### src/rtl/sensor_input_conditioner_pkg.sv
// Shared constants for the sensor input conditioner: channel count and debounce
// lengths for the board build and the fast simulation build.
package sensor_input_conditioner_pkg;

  localparam int N_SENS           = 5;
  localparam int DEB_CYCLES_BOARD = 50000;
  localparam int DEB_CYCLES_SIM   = 4;
  localparam int CNT_W_BOARD      = 16;

  // Width of the post-reset settle counter, which must reach DEB_CYCLES+2.
  function automatic int settle_width(input int deb_cycles);
    return $clog2(deb_cycles + 3);
  endfunction

endpackage

### src/rtl/sensor_input_conditioner_if.sv
// Raw input lines and conditioned outputs of the sensor input conditioner.
// The master drives raw lines; the slave (the conditioner) drives the clean side.
interface sensor_input_conditioner_if #(
  parameter int N_SENS = sensor_input_conditioner_pkg::N_SENS
);

  logic [N_SENS-1:0] sen_raw;
  logic              button_raw;
  logic [N_SENS-1:0] sen_stable;
  logic              button_level;
  logic              button_press;
  logic              mute;
  logic              inputs_valid;

  modport master (
    output sen_raw, button_raw,
    input  sen_stable, button_level, button_press, mute, inputs_valid
  );

  modport slave (
    input  sen_raw, button_raw,
    output sen_stable, button_level, button_press, mute, inputs_valid
  );

endinterface

### src/rtl/sensor_input_conditioner_debounce.sv
// One conditioner channel: 2-flop synchroniser followed by a debounce counter that
// accepts a new level only after DEB_CYCLES consecutive mismatching cycles.
module debounce_cell
  import sensor_input_conditioner_pkg::*;
#(
  parameter int DEB_CYCLES = DEB_CYCLES_BOARD,
  parameter int CNT_W      = CNT_W_BOARD
) (
  input  logic clk,
  input  logic rst,
  input  logic d_async,
  output logic q_stable
);

  localparam logic [CNT_W-1:0] CNT_LAST = CNT_W'(DEB_CYCLES - 1);

  logic             meta_q,   meta_d;
  logic             sync_q,   sync_d;
  logic             stable_q, stable_d;
  logic [CNT_W-1:0] cnt_q,    cnt_d;

  always_comb begin
    // NOTE: every signal gets a default before any branch, so no path can infer a latch.
    meta_d   = d_async;
    sync_d   = meta_q;
    stable_d = stable_q;
    cnt_d    = '0;
    // The count only grows across an unbroken mismatch run; reaching the last
    // count commits the new level and clears, so the counter can never wrap.
    if (sync_q != stable_q) begin
      if (cnt_q == CNT_LAST) begin
        stable_d = sync_q;
      end else begin
        cnt_d = cnt_q + 1'b1;
      end
    end
  end

  always_ff @(posedge clk) begin
    // NOTE: non-blocking assignments so every flop samples pre-edge values.
    if (rst) begin
      meta_q   <= 1'b0;
      sync_q   <= 1'b0;
      stable_q <= 1'b0;
      cnt_q    <= '0;
    end else begin
      meta_q   <= meta_d;
      sync_q   <= sync_d;
      stable_q <= stable_d;
      cnt_q    <= cnt_d;
    end
  end

  assign q_stable = stable_q;

endmodule

### src/rtl/sensor_input_conditioner.sv
// Synchronises and debounces the gas-sensor lines and the push button, then derives
// the press pulse, the mute toggle and the post-reset inputs_valid flag.
module sensor_input_conditioner #(
  parameter int N_SENS         = sensor_input_conditioner_pkg::N_SENS,
  parameter int DEB_CYCLES     = sensor_input_conditioner_pkg::DEB_CYCLES_BOARD,
  parameter int CNT_W          = sensor_input_conditioner_pkg::CNT_W_BOARD,
  parameter int BTN_ACTIVE_LOW = 1
) (
  input logic                       clk,
  input logic                       rst,
  sensor_input_conditioner_if.slave bus
);

  import sensor_input_conditioner_pkg::*;

  localparam int               N_CHAN      = N_SENS + 1;
  localparam int               SET_W       = settle_width(DEB_CYCLES);
  localparam logic [SET_W-1:0] SETTLE_LAST = SET_W'(DEB_CYCLES + 2);

  logic [N_CHAN-1:0] raw_chan;
  logic [N_CHAN-1:0] stable_chan;
  logic              btn_pressed_raw;
  logic              button_level;

  logic              level_prev_q, level_prev_d;
  logic              press_q,      press_d;
  logic              mute_q,       mute_d;
  logic              valid_q,      valid_d;
  logic [SET_W-1:0]  settle_cnt_q, settle_cnt_d;

  // The button is normalised to 1 = pressed ahead of its synchroniser so that all
  // N_CHAN channels are identical; the button occupies the top channel.
  always_comb begin
    btn_pressed_raw = (BTN_ACTIVE_LOW != 0) ? ~bus.button_raw : bus.button_raw;
    raw_chan        = {btn_pressed_raw, bus.sen_raw};
  end

  for (genvar i = 0; i < N_CHAN; i++) begin : g_chan
    debounce_cell #(
      .DEB_CYCLES (DEB_CYCLES),
      .CNT_W      (CNT_W)
    ) u_cell (
      .clk      (clk),
      .rst      (rst),
      .d_async  (raw_chan[i]),
      .q_stable (stable_chan[i])
    );
  end

  assign button_level = stable_chan[N_SENS];

  always_comb begin
    level_prev_d = button_level;
    press_d      = button_level & ~level_prev_q;
    mute_d       = mute_q ^ press_d;
    settle_cnt_d = settle_cnt_q;
    valid_d      = valid_q;
    // Once valid the settle counter freezes, so it never needs to wrap.
    if (!valid_q) begin
      if (settle_cnt_q == SETTLE_LAST) begin
        valid_d = 1'b1;
      end else begin
        settle_cnt_d = settle_cnt_q + 1'b1;
      end
    end
  end

  always_ff @(posedge clk) begin
    if (rst) begin
      level_prev_q <= 1'b0;
      press_q      <= 1'b0;
      mute_q       <= 1'b0;
      valid_q      <= 1'b0;
      settle_cnt_q <= '0;
    end else begin
      level_prev_q <= level_prev_d;
      press_q      <= press_d;
      mute_q       <= mute_d;
      valid_q      <= valid_d;
      settle_cnt_q <= settle_cnt_d;
    end
  end

  assign bus.sen_stable   = stable_chan[N_SENS-1:0];
  assign bus.button_level = button_level;
  assign bus.button_press = press_q;
  assign bus.mute         = mute_q;
  assign bus.inputs_valid = valid_q;

endmodule

### src/flat_wrapper.sv
// flat-port wrapper written by rule: the top's interface ports become plain ports
module sensor_input_conditioner_flat import sensor_input_conditioner_pkg::*;
#(
  parameter int N_SENS         = sensor_input_conditioner_pkg::N_SENS,
  parameter int DEB_CYCLES     = sensor_input_conditioner_pkg::DEB_CYCLES_BOARD,
  parameter int CNT_W          = sensor_input_conditioner_pkg::CNT_W_BOARD,
  parameter int BTN_ACTIVE_LOW = 1
)
  (clk, rst, bus_sen_raw, bus_button_raw, bus_sen_stable, bus_button_level, bus_button_press, bus_mute, bus_inputs_valid);
  sensor_input_conditioner_if #(.N_SENS(N_SENS)) bus_i ();
  input logic clk;
  input logic rst;
  input wire logic [$bits(bus_i.sen_raw)-1:0] bus_sen_raw;
  input wire logic [$bits(bus_i.button_raw)-1:0] bus_button_raw;
  output wire logic [$bits(bus_i.sen_stable)-1:0] bus_sen_stable;
  output wire logic [$bits(bus_i.button_level)-1:0] bus_button_level;
  output wire logic [$bits(bus_i.button_press)-1:0] bus_button_press;
  output wire logic [$bits(bus_i.mute)-1:0] bus_mute;
  output wire logic [$bits(bus_i.inputs_valid)-1:0] bus_inputs_valid;
  assign bus_i.sen_raw = bus_sen_raw;
  assign bus_i.button_raw = bus_button_raw;
  assign bus_sen_stable = bus_i.sen_stable;
  assign bus_button_level = bus_i.button_level;
  assign bus_button_press = bus_i.button_press;
  assign bus_mute = bus_i.mute;
  assign bus_inputs_valid = bus_i.inputs_valid;
  sensor_input_conditioner #(.N_SENS(N_SENS), .DEB_CYCLES(DEB_CYCLES), .CNT_W(CNT_W), .BTN_ACTIVE_LOW(BTN_ACTIVE_LOW)) u_core (.clk(clk), .rst(rst), .bus(bus_i));
endmodule
### config.mk
export PLATFORM = sky130hd
export DESIGN_NAME = sensor_input_conditioner_flat
export DESIGN_NICKNAME = d
export VERILOG_FILES = /design/src/rtl/sensor_input_conditioner_pkg.sv /design/src/rtl/sensor_input_conditioner_if.sv /design/src/rtl/sensor_input_conditioner_debounce.sv /design/src/rtl/sensor_input_conditioner.sv /design/src/flat_wrapper.sv
export SDC_FILE = /design/constraint.sdc
export NUM_CORES = 1
export LEC_CHECK = 0
export CAP_MARGIN = 0
export CORE_MARGIN = 1
export CORE_UTILIZATION = 50
export DETAILED_ROUTE_END_ITERATION = 10
export HOLD_SLACK_MARGIN = 0.08
export PLACE_DENSITY = 0.67
export SYNTH_ARGS = -nofsm -noshare
export SYNTH_HDL_FRONTEND = slang
export SYNTH_HIERARCHICAL = 1
export SYNTH_SLANG_ARGS = --single-unit
export TNS_END_PERCENT = 5
### constraint.sdc
create_clock -name clk -period 1.8 [get_ports clk]
set_input_delay 0.27 -clock clk [delete_from_list [all_inputs] [get_ports clk]]
set_output_delay 0.27 -clock clk [all_outputs]
set_load 0.01 [all_outputs]
==> run_1/cell_classes.png <==
The bar under the picture is 20 µm long.
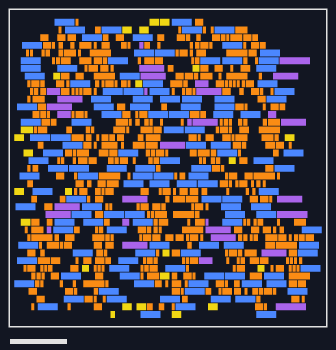
class	colour	cells	share of their area
all other logic	orange	477	48%
other buffers and delay cells	yellow	24	3.2%
flip-flops	blue	134	40%
clock drivers and dummy loads	purple	31	9.0%

==> run_1/final_placement.png <==
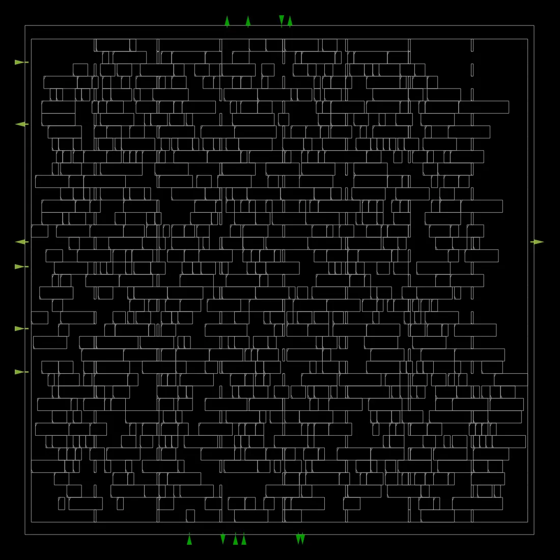
sequential cell area share: 38.6%
flip-flops: 134
Fill cells: 996

==> run_1/gate_families.png <==
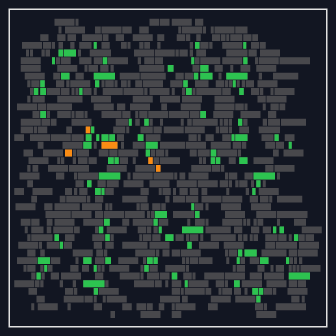
family	colour	cells	most used
NAND gates	green	95	nand3_1
inverting AOI/OAI gates	orange	5	a21oi_1

==> impl_metrics.toml, run 1 <==
# generated from flow reports
[die]
ios = 17
die_w_um = 112
fp-utilization_pct = 52.1
core_area_mm2 = 0.0116

[clocking]
clock_latency_ps = 410
holdBufCountCts = 0
cts_made_buffers = 17
cts_tree = "built"
clock-root-buffer = "clkbuf_16"
clockBufferDepth = 2
clk_pin_slew_ps = 60
cts_max_level = 4
cts_sinks = 134

[critical_path]
crit_chain = "clkdlybuf4s50_1"
critPathBufInv = 1
setup.worst_path.start_class = "flop"
worstReg2RegStart = "u_core/g_chan[4].u_cell/cnt_q[9]"
crit_start = "u_core/g_chan[5].u_cell/q_stable"
critPathRequiredTime_ps = 1530
cpLargestDelayFamily = "buffers and inverters"
crit_path_max_incr_delay_ps = 560

[placement]
dp_slack_ps = 256
io_buffers = 16
hpwl_um = 6920

[timing]
finalMaxSlewViolations = 0
period_needed_ps = 1630
fin_ws_ps = 171
finalCritPeriodShare_pct = 90.5
holdWs_ps = 286
max-slew-margin-rel_pct = 70.6
timing.fmax_mhz = 614
setup_violations = 0

[global_routing]
grt_pass1_vias = 3977
grt_use_total_pct = 17.5
antenna_found_initial = 0
grt_remaining_overflow = 0
grt_max_degree = 23

[power_and_ir_drop]
leakagePower_nw = 2.32
finalPower_mw = 6.60
powerSeq_mw = 3.01
seqPwrFrac_pct = 45.6
p_comb_mw = 0.0872
sw_frac_of_total_pct = 19.1
clkPwrFrac_pct = 53.1
clock_net_power_mw = 3.51
p_int_mw = 5.34
power_leader = "clock"
pwr-share-comb_pct = 1.3
power.density_mw_per_mm2 = 949

[yosys]
yosysCellCount = 619
edf_count = 0
yosysTopAreaCell = "dfxtp_1"
yosys.area.top_type_share_pct = 44.5
synth_cell_types = 37
topCellsByArea = "dfxtp_1 45%, xnor2_1 14%, nor2_1 8.2%, nor4_2 3.3%, nand3_1 2.8%"
async_flop_share_pct = 0
syn_area_per_cell_um2 = 9.73
ys_area_mm2 = 0.00603
synthFlopType = "dfxtp_1"
netlist_instances = 619
yosysMostFrequentCell = "dfxtp_1"

[layout]
final_util_pct = 60.2
syn_to_final_growth_pct = 15.4
diodes = 0
lay_top_cells = "134 x dfxtp_1, 131 x nor2_1, 93 x xnor2_1, 34 x nand3_1, 26 x nor3_1"
nets = 670
drive_gt1_share_pct = 15.0

[detailed_routing]
antenna_left = 0
drt-total-wl_um = 10100
vias = 4149
routed_via_density = 5.13
drc = 0
first_pass_iters = 4
wire_per_inst_um = 12.5
first_iter_violations = 153

[run]
timing.max_cap.violations = 0
warnings = 27

[worst_hold_path]
hp-start = "rst"
hold_path.class = "input port to flop"

[status]
status = "completed"
run 1: flip-flops by register name, summed over array words and instances, names as in the netlist:
name                           cells
u_core/g_chan.u_cell/sync_q        6
u_core/bus.mute                    1
u_core/bus.button_press            1
u_core/g_chan.u_cell/q_stable      6
u_core/bus.inputs_valid            1
u_core/settle_cnt_q               16
u_core/g_chan.u_cell/cnt_q        96
u_core/level_prev_q                1
u_core/g_chan.u_cell/meta_q        6
run 1: logic make-up after synthesis:
logic type | Yosys count | synth area share (%)
adder cells (fa/ha/maj) | 8 | 1.66
AND-OR/OR-AND | 5 | 0.644
multiplexers | 6 | 0.997
flip-flops | 134 | 44.5
XOR/XNOR | 104 | 15.1
buffers and inverters | 29 | 2.55
AND/OR/NAND/NOR | 333 | 34.5
run 1: cell type report:
class                      count  area [µm²]
timing repair buffer          24         218
sequential                   134        2680
clock buffer                  23         488
tap                          143         179
inverter                      21        78.8
multi-input combinational    456        3190
fill                         996        4610
clock inverter                 8         121
run 1: path summary, 6_finish.rpt:
| path | to | slack (ps) | cells past startpoint |
|---|---|---|---|
| setup / recovery | bus_button_level | 170 | 1 |
| hold / removal | u_core/settle_cnt_q[9] | 290 | 2 |
| setup reg to reg | u_core/g_chan[4].u_cell/cnt_q[6] | 240 | 4 |
| hold reg to reg | u_core/g_chan[1].u_cell/sync_q | 430 | 1 |
run 1: per-stage QoR:
stage	instances	area, µm²
after floorplan	619	6030
after global placement	778	6340
after detailed placement	778	6340
after CTS	809	6950
after global routing	809	6960
final	809	6960
run 1: routing by layer:
layer	vias up	track usage (%)	routed length (µm)
li1	2182	-	-
met1	1925	21.3	4950
met2	35	28.9	4820
met3	7	5.72	292
met4	0	6.49	73
met5	-	0	0
run 1: what timing repair did:
item,4_1_cts,5_1_grt
gates resized,0,1
setup endpoints to repair,0,1
setup buffers,0,0
==> inputs of run 2 (changes only) <==
--- a/config.mk
+++ b/config.mk
@@ -11,6 +11,7 @@
 export DETAILED_ROUTE_END_ITERATION = 10
 export HOLD_SLACK_MARGIN = 0.08
 export PLACE_DENSITY = 0.67
+export SKIP_CTS_REPAIR_TIMING = 1
 export SYNTH_ARGS = -nofsm -noshare
 export SYNTH_HDL_FRONTEND = slang
 export SYNTH_HIERARCHICAL = 1
==> run_2/clock_map.png <==
The bar under the picture is 20 µm long.
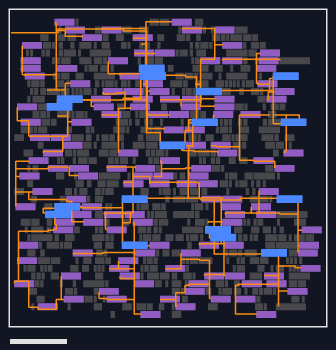
[flip-flops] purple | count: 134
[cells driving clock nets] blue | count: 17
[clock wires] orange | length: 1600 µm
flops lie	spread over the die
routed clock nets	18

==> run_2/gate_families.png <==
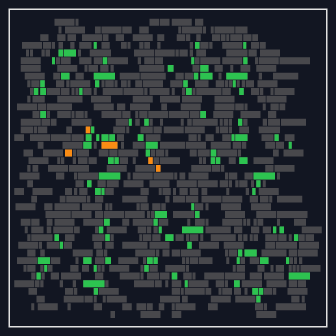
family	colour	cells	most used
inverting AOI/OAI gates	orange	5	a21oi_1
NAND gates	green	95	nand3_1

==> run 2 against run 1 <==
- fmax unchanged
- area after synthesis unchanged
- flip-flop count unchanged
==> impl_metrics.toml, run 2 <==
# generated from flow reports
[die]
ios = 17
core_area_mm2 = 0.0116
fp-utilization_pct = 52.1
die_w_um = 112

[run]
timing.max_cap.violations = 0
warnings = 27

[critical_path]
cpLargestDelayFamily = "buffers and inverters"
critPathRequiredTime_ps = 1530
crit_path_max_incr_delay_ps = 560
crit_chain = "clkdlybuf4s50_1"
critPathBufInv = 1
setup.worst_path.start_class = "flop"

[layout]
diodes = 0
stdcell_area_mm2 = 0.00696
drive_gt1_share_pct = 15.0
nets = 670
lay_top_cells = "134 x dfxtp_1, 131 x nor2_1, 93 x xnor2_1, 34 x nand3_1, 26 x nor3_1"
reg_top3 = "u_core/g_chan.u_cell/cnt_q x96, u_core/settle_cnt_q x16"
syn_to_final_growth_pct = 15.4
regMostFlops = "u_core/g_chan.u_cell/cnt_q"

[clocking]
clockBufferDepth = 2
clock_latency_ps = 410
cts_sinks = 134
cts_max_level = 4
cts_made_buffers = 17
clock-root-buffer = "clkbuf_16"
cts_tree = "built"
clk_pin_slew_ps = 60

[detailed_routing]
wire_per_inst_um = 12.5
drt-total-wl_um = 10100
routed_via_density = 5.13
vias = 4149
antenna_left = 0
first_pass_iters = 4
first_iter_violations = 153
drc = 0

[timing]
fin_tns_setup_ps = 0
period_needed_ps = 1630
fin_ws_ps = 171
timing.fmax_mhz = 614
finalMaxSlewViolations = 0
setup_violations = 0
finalCritPeriodShare_pct = 90.5
holdWs_ps = 286

[yosys]
topCellsByArea = "dfxtp_1 45%, xnor2_1 14%, nor2_1 8.2%, nor4_2 3.3%, nand3_1 2.8%"
syn_area_per_cell_um2 = 9.73
synth_cell_types = 37
yosysTopAreaCell = "dfxtp_1"
edf_count = 0
yosysCellCount = 619
async_flop_share_pct = 0
netlist_instances = 619
yosys.area.top_type_share_pct = 44.5

[placement]
dpl_cell_area_mm2 = 0.00634
dp_cells = 778
hpwl_um = 6920
io_buffers = 16
dp_slack_ps = 256

[global_routing]
antenna_found_initial = 0
grt_remaining_overflow = 0
grt_max_degree = 23
grt_pass1_vias = 3977

[power_and_ir_drop]
finalPower_mw = 6.60
leakagePower_nw = 2.32

[status]
status = "completed"

[worst_hold_path]
hold_path.class = "input port to flop"
==> run_2/final_placement.png <==
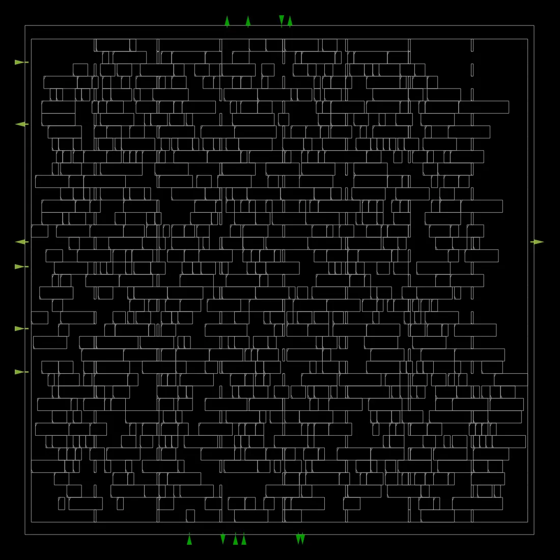
Final Util: 60.2%
post-route insts no fill: 809
std cell rows: 39

run 2: final cells by class:
| type | instances | area [µm²] |
|---|---|---|
| Timing Repair Buffer | 24 | 218 |
| Multi-Input combinational cell | 456 | 3190 |
| Clock buffer | 23 | 488 |
| Tap cell | 143 | 179 |
| Inverter | 21 | 78.8 |
| Sequential cell | 134 | 2680 |
| Clock inverter | 8 | 121 |
| Fill cell | 996 | 4610 |
run 2: kinds of logic (layout without fill, tap and decap cells):
group	Yosys count	count (layout)	synth area share, %
flip-flops	134	134	44.5
adder cells (fa/ha/maj)	8	8	1.66
buffers and inverters	29	76	2.55
AND/OR/NAND/NOR	333	333	34.5
XOR/XNOR	104	104	15.1
AND-OR/OR-AND	5	5	0.644
multiplexers	6	6	0.997
run 2: layer usage:
metal	track usage, %	wire length (µm)	part of all wire, %	vias up
met5	0	0	0	-
met4	6.49	73	0.72	0
met3	5.72	292	2.9	7
met2	28.9	4820	48	35
met1	21.3	4950	49	1925
li1	-	-	-	2182
run 2: path summary, 6_finish.rpt:
kind	start	endpoint	slack [ps]	cells past startpoint
min	rst	u_core/settle_cnt_q[9]	290	2
max	u_core/g_chan[5].u_cell/q_stable	bus_button_level	170	1
max reg2reg	u_core/g_chan[4].u_cell/cnt_q[9]	u_core/g_chan[4].u_cell/cnt_q[6]	240	4
min reg2reg	u_core/g_chan[1].u_cell/meta_q	u_core/g_chan[1].u_cell/sync_q	430	1
run 2: where the power goes:
group | switching [mW] | internal (mW)
combinational | 0.0497 | 0.0376
clock | 1.19 | 2.31
sequential | 0.0163 | 2.99
Power and IR drop assume default switching activity.
